$ cat src/rtl/can_frame_transmitter.sv
// Transmit side of a CAN 2.0A controller: serialises one standard data/remote frame onto TX,
// one bit per SP edge, with bit stuffing, CRC-15 and RX monitoring (arbitration, bit, ACK errors).
module can_frame_transmitter #(
  parameter int MAX_BYTES = 8,
  parameter int IFS_BITS  = 3
) (
  input  logic        SP,
  input  logic        reset,
  input  logic        start,
  input  logic [10:0] ID,
  input  logic        RTR,
  input  logic [3:0]  DLC,
  input  logic [63:0] DATA,
  input  logic        RX,
  output logic        TX,
  output logic        BUSY,
  output logic        DONE,
  output logic        ARB_LOST,
  output logic        BIT_Error,
  output logic        ACK_Error
);

  typedef enum logic [3:0] {
    S_IDLE, S_SOF, S_ARB, S_CTRL, S_DATA, S_CRC, S_CRC_DEL,
    S_ACK_SLOT, S_ACK_DEL, S_EOF, S_IFS, S_FIN
  } state_t;

  typedef enum logic [1:0] {C_NONE, C_BIT, C_ARB, C_ACK} chk_t;

  function automatic logic [14:0] crc15_step(input logic [14:0] crc, input logic din);
    logic fb;
    fb = din ^ crc[14];
    crc15_step = {crc[13:0], 1'b0} ^ (fb ? 15'h4599 : 15'h0000);
  endfunction

  state_t      state_r, state_nxt, field_next_s;
  logic [6:0]  cnt_r, cnt_nxt, field_len_s;
  logic [10:0] id_r;
  logic        rtr_r;
  logic [3:0]  dlc_r;
  logic [63:0] data_r;
  logic [6:0]  nbits_r;
  logic [14:0] crc_r, crc_nxt;
  logic [2:0]  run_r, run_nxt;
  logic        tx_r, tx_nxt;
  chk_t        chk_r, chk_nxt, field_cls_s;
  logic        stf_r, stf_nxt;
  logic        busy_r, busy_nxt, done_r, done_nxt, arb_r, arb_nxt;
  logic        biterr_r, biterr_nxt, ackerr_r, ackerr_nxt;
  logic        field_bit_s, field_stf_s, field_crc_s, last_s, stuff_s;
  logic        arb_lost_s, bit_err_s, ack_err_s, abort_s, accept_s;
  logic [11:0] arb_bits_s;
  logic [5:0]  ctrl_bits_s;
  logic [3:0]  n_bytes_s;

  assign accept_s    = (state_r == S_IDLE) && start;
  assign n_bytes_s   = RTR ? 4'd0 : ((DLC > 4'(MAX_BYTES)) ? 4'(MAX_BYTES) : DLC);
  assign arb_bits_s  = {id_r, rtr_r};
  assign ctrl_bits_s = {2'b00, dlc_r};

  // chk_r/tx_r describe the bit that has just ended on this edge
  assign arb_lost_s = (chk_r == C_ARB) && tx_r && !RX;
  assign bit_err_s  = (chk_r == C_BIT) && (RX != tx_r);
  assign ack_err_s  = (chk_r == C_ACK) && RX;
  assign abort_s    = arb_lost_s || bit_err_s || ack_err_s;
  assign stuff_s    = stf_r && (run_r == 3'd5);
  assign last_s     = (cnt_r == (field_len_s - 7'd1));

  // Value, length, monitor class and successor of the field whose bit goes out next
  always_comb begin
    field_bit_s  = 1'b1;
    field_len_s  = 7'd1;
    field_cls_s  = C_BIT;
    field_stf_s  = 1'b0;
    field_crc_s  = 1'b0;
    field_next_s = S_IDLE;
    case (state_r)
      S_SOF: begin
        field_bit_s = 1'b0; field_stf_s = 1'b1; field_crc_s = 1'b1; field_next_s = S_ARB;
      end
      S_ARB: begin
        field_bit_s = arb_bits_s[4'd11 - cnt_r[3:0]]; field_len_s = 7'd12; field_cls_s = C_ARB;
        field_stf_s = 1'b1; field_crc_s = 1'b1; field_next_s = S_CTRL;
      end
      S_CTRL: begin
        field_bit_s = ctrl_bits_s[3'd5 - cnt_r[2:0]]; field_len_s = 7'd6;
        field_stf_s = 1'b1; field_crc_s = 1'b1;
        field_next_s = (nbits_r == 7'd0) ? S_CRC : S_DATA;
      end
      S_DATA: begin
        field_bit_s = data_r[6'd63 - cnt_r[5:0]]; field_len_s = nbits_r;
        field_stf_s = 1'b1; field_crc_s = 1'b1; field_next_s = S_CRC;
      end
      S_CRC: begin
        field_bit_s = crc_r[4'd14 - cnt_r[3:0]]; field_len_s = 7'd15;
        field_stf_s = 1'b1; field_next_s = S_CRC_DEL;
      end
      S_CRC_DEL:  field_next_s = S_ACK_SLOT;
      S_ACK_SLOT: begin field_cls_s = C_ACK; field_next_s = S_ACK_DEL; end
      S_ACK_DEL:  field_next_s = S_EOF;
      S_EOF:      begin field_len_s = 7'd7; field_next_s = S_IFS; end
      S_IFS:      begin field_len_s = 7'(IFS_BITS); field_cls_s = C_NONE; field_next_s = S_FIN; end
      default: begin
        field_cls_s  = C_NONE;
        field_next_s = S_IDLE;
      end
    endcase
  end

  // Next state and in-field counter; a stuff bit holds both
  always_comb begin
    state_nxt = state_r;
    cnt_nxt   = cnt_r;
    if (state_r == S_IDLE) begin
      cnt_nxt   = 7'd0;
      state_nxt = start ? S_SOF : S_IDLE;
    end else if (abort_s || (state_r == S_FIN)) begin
      state_nxt = S_IDLE;
      cnt_nxt   = 7'd0;
    end else if (stuff_s) begin
      state_nxt = state_r;
      cnt_nxt   = cnt_r;
    end else if (last_s) begin
      state_nxt = field_next_s;
      cnt_nxt   = 7'd0;
    end else begin
      state_nxt = state_r;
      cnt_nxt   = cnt_r + 7'd1;
    end
  end

  // Next bus bit, CRC, stuff run length, status and pulses
  always_comb begin
    tx_nxt     = tx_r;
    chk_nxt    = chk_r;
    stf_nxt    = stf_r;
    run_nxt    = run_r;
    crc_nxt    = crc_r;
    busy_nxt   = busy_r;
    done_nxt   = 1'b0;
    arb_nxt    = 1'b0;
    biterr_nxt = 1'b0;
    ackerr_nxt = 1'b0;
    if (state_r == S_IDLE) begin
      tx_nxt = 1'b1; chk_nxt = C_NONE; stf_nxt = 1'b0;
      run_nxt = 3'd0; crc_nxt = 15'h0000; busy_nxt = start;
    end else if (abort_s) begin
      tx_nxt = 1'b1; chk_nxt = C_NONE; stf_nxt = 1'b0; busy_nxt = 1'b0;
      arb_nxt = arb_lost_s; biterr_nxt = bit_err_s; ackerr_nxt = ack_err_s;
    end else if (state_r == S_FIN) begin
      tx_nxt = 1'b1; chk_nxt = C_NONE; stf_nxt = 1'b0; busy_nxt = 1'b0; done_nxt = 1'b1;
    end else if (stuff_s) begin
      tx_nxt  = ~tx_r;
      run_nxt = 3'd1;
    end else begin
      tx_nxt  = field_bit_s;
      chk_nxt = field_cls_s;
      stf_nxt = field_stf_s;
      run_nxt = (field_bit_s == tx_r) ? (run_r + 3'd1) : 3'd1;
      if (field_crc_s) begin
        crc_nxt = crc15_step(crc_r, field_bit_s);
      end else begin
        crc_nxt = crc_r;
      end
    end
  end

  // State register
  always_ff @(posedge SP or negedge reset) begin
    if (!reset) begin
      state_r <= S_IDLE;
      cnt_r   <= 7'd0;
    end else begin
      state_r <= state_nxt;
      cnt_r   <= cnt_nxt;
    end
  end

  // Frame latches, datapath and registered outputs
  always_ff @(posedge SP or negedge reset) begin
    if (!reset) begin
      id_r <= 11'h000; rtr_r <= 1'b0; dlc_r <= 4'h0; data_r <= 64'h0; nbits_r <= 7'd0;
      crc_r <= 15'h0000; run_r <= 3'd0; tx_r <= 1'b1; chk_r <= C_NONE; stf_r <= 1'b0;
      busy_r <= 1'b0; done_r <= 1'b0; arb_r <= 1'b0; biterr_r <= 1'b0; ackerr_r <= 1'b0;
    end else begin
      if (accept_s) begin
        id_r    <= ID;
        rtr_r   <= RTR;
        dlc_r   <= DLC;
        data_r  <= DATA;
        nbits_r <= {n_bytes_s, 3'b000};
      end
      crc_r    <= crc_nxt;
      run_r    <= run_nxt;
      tx_r     <= tx_nxt;
      chk_r    <= chk_nxt;
      stf_r    <= stf_nxt;
      busy_r   <= busy_nxt;
      done_r   <= done_nxt;
      arb_r    <= arb_nxt;
      biterr_r <= biterr_nxt;
      ackerr_r <= ackerr_nxt;
    end
  end

  assign TX        = tx_r;
  assign BUSY      = busy_r;
  assign DONE      = done_r;
  assign ARB_LOST  = arb_r;
  assign BIT_Error = biterr_r;
  assign ACK_Error = ackerr_r;

endmodule
$ cat config.mk
export PLATFORM = sky130hd
export DESIGN_NAME = can_frame_transmitter
export DESIGN_NICKNAME = d
export VERILOG_FILES = /design/src/rtl/can_frame_transmitter.sv
export SDC_FILE = /design/constraint.sdc
export NUM_CORES = 1
export LEC_CHECK = 0
export CORE_UTILIZATION = 30
export DETAILED_ROUTE_END_ITERATION = 16
export PLACE_DENSITY = 0.55
export SYNTH_ARGS = -nofsm -noshare
export SYNTH_HDL_FRONTEND = slang
export SYNTH_SLANG_ARGS = --single-unit
$ cat constraint.sdc
create_clock -name SP -period 4.19 [get_ports SP]
set_input_delay 0.419 -clock SP [delete_from_list [all_inputs] [get_ports SP]]
set_output_delay 0.419 -clock SP [all_outputs]
set_load 0.02 [all_outputs]
### Sequential cells grouped by signal name

Other sequential cells in the stronger gray, the rest of the logic in the fainter gray.
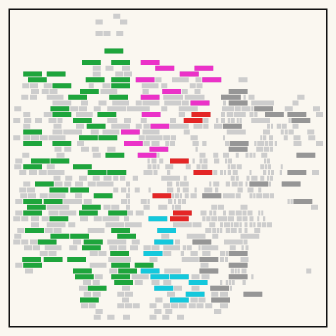
legend:
  red:
    name_in_the_netlist: `cnt_r`
    placed_flops: 7
    where: center
  magenta:
    name_in_the_netlist: `crc_r`
    placed_flops: 15
    where: north
  green:
    name_in_the_netlist: `data_r`
    placed_flops: 64
  cyan:
    name_in_the_netlist: `id_r`
    placed_flops: 11
    where: south
Core Util, Final: 39.1%
Sequential Power: 2.10 mW
area taken by flip-flops and latches: 0.00305 mm²
sequential fraction of total cell area: 37.2%

### Metal layers overlaid

Only two layers are drawn.
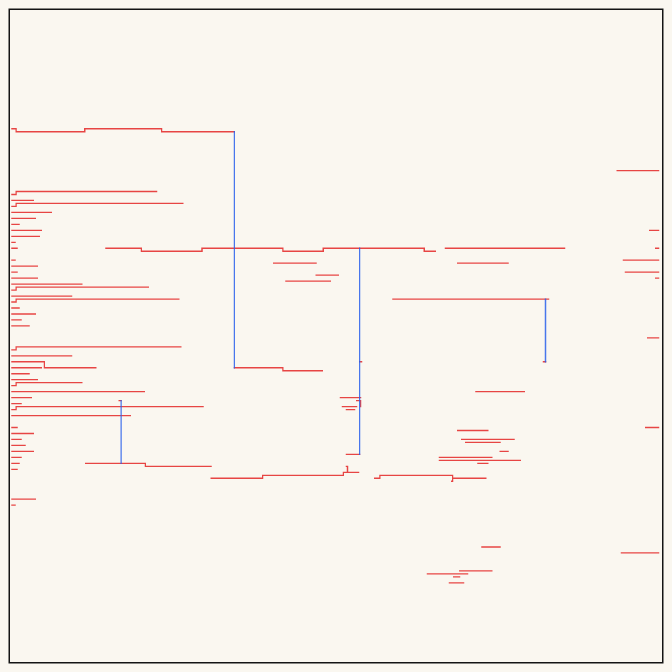
legend:
  blue:
    layer: M4
    wire_length: 129 µm
  red:
    layer: M3
    wire_length: 975 µm

### Signal wires on met3

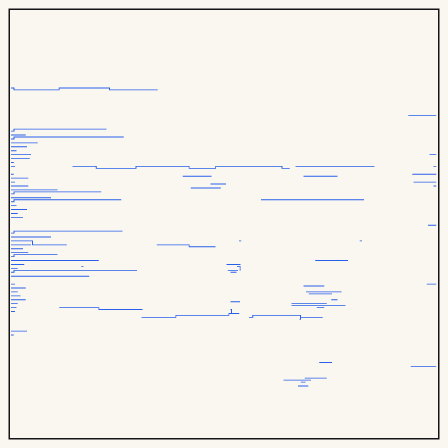
wire length on this layer: 975 µm
share of all routed wire: 6.5%
main direction: horizontal
nets with wire on the layer: 77

==> notes.md <==
On the backend side, the flow ran end to end.

The row count stands at 53. The worst hold path belongs to the class in2async. Among all cell types in the netlist, the one instantiated most often is sky130_fd_sc_hd__dfrtp_1. The count of input and output buffers stands at 89. Post-synth the commonest register cell is sky130_fd_sc_hd__dfrtp_1. STA classifies the critical path startpoint as a register. The die span in y stands at 148 µm. The count of maximum capacitance violations stands at 0.

Looking at area per cell type in the netlist, the leader is sky130_fd_sc_hd__dfrtp_1. The fmax stands at 287 MHz. Hold repair after CTS inserted 0 buffers.

The setup slack of the critical path after layout stands at 705 ps. The flop count stands at 122. Global routing consumed, on the met1 layer, 17.6% of the routing resources. After detailed routing, no signal wire sits above met4. Summed over all nets, wire length on met3 after detailed routing comes to 974 µm. The first-pass GRT wire length stands at 24600 µm.

The largest net degree at the start of global routing stands at 88. The flow ran to the end, and the final reports show no timing, DRC or antenna violations. The biggest fanout along the worst timing path stands at 25. The final power report lists total power as 6.38 mW.

After synthesis, the largest family of logic cells by area is multiplexers. After Yosys synthesis, AND-OR and OR-AND compound gates account for 9.53% of the synthesized area.
state kept, by name, summed over array words and instances (netlist names):
signal,flops
state_r,4
rtr_r,1
crc_r,15
ARB_LOST,1
data_r,64
cnt_r,7
dlc_r,4
ACK_Error,1
run_r,3
TX,1
DONE,1
BIT_Error,1
stf_r,1
id_r,11
BUSY,1
chk_r,2
nbits_r,4
logic make-up (layout without fill, tap and decap cells):
| kind of cell | Yosys count | count (layout) |
|---|---|---|
| AND-OR/OR-AND | 83 | 83 |
| XOR/XNOR | 24 | 24 |
| adder cells (fa/ha/maj) | 8 | 8 |
| buffers and inverters | 43 | 139 |
| flip-flops | 122 | 122 |
| multiplexers | 110 | 110 |
| AND/OR/NAND/NOR | 125 | 125 |
Power figures rest on the tool's default switching activity, not on a simulated workload.
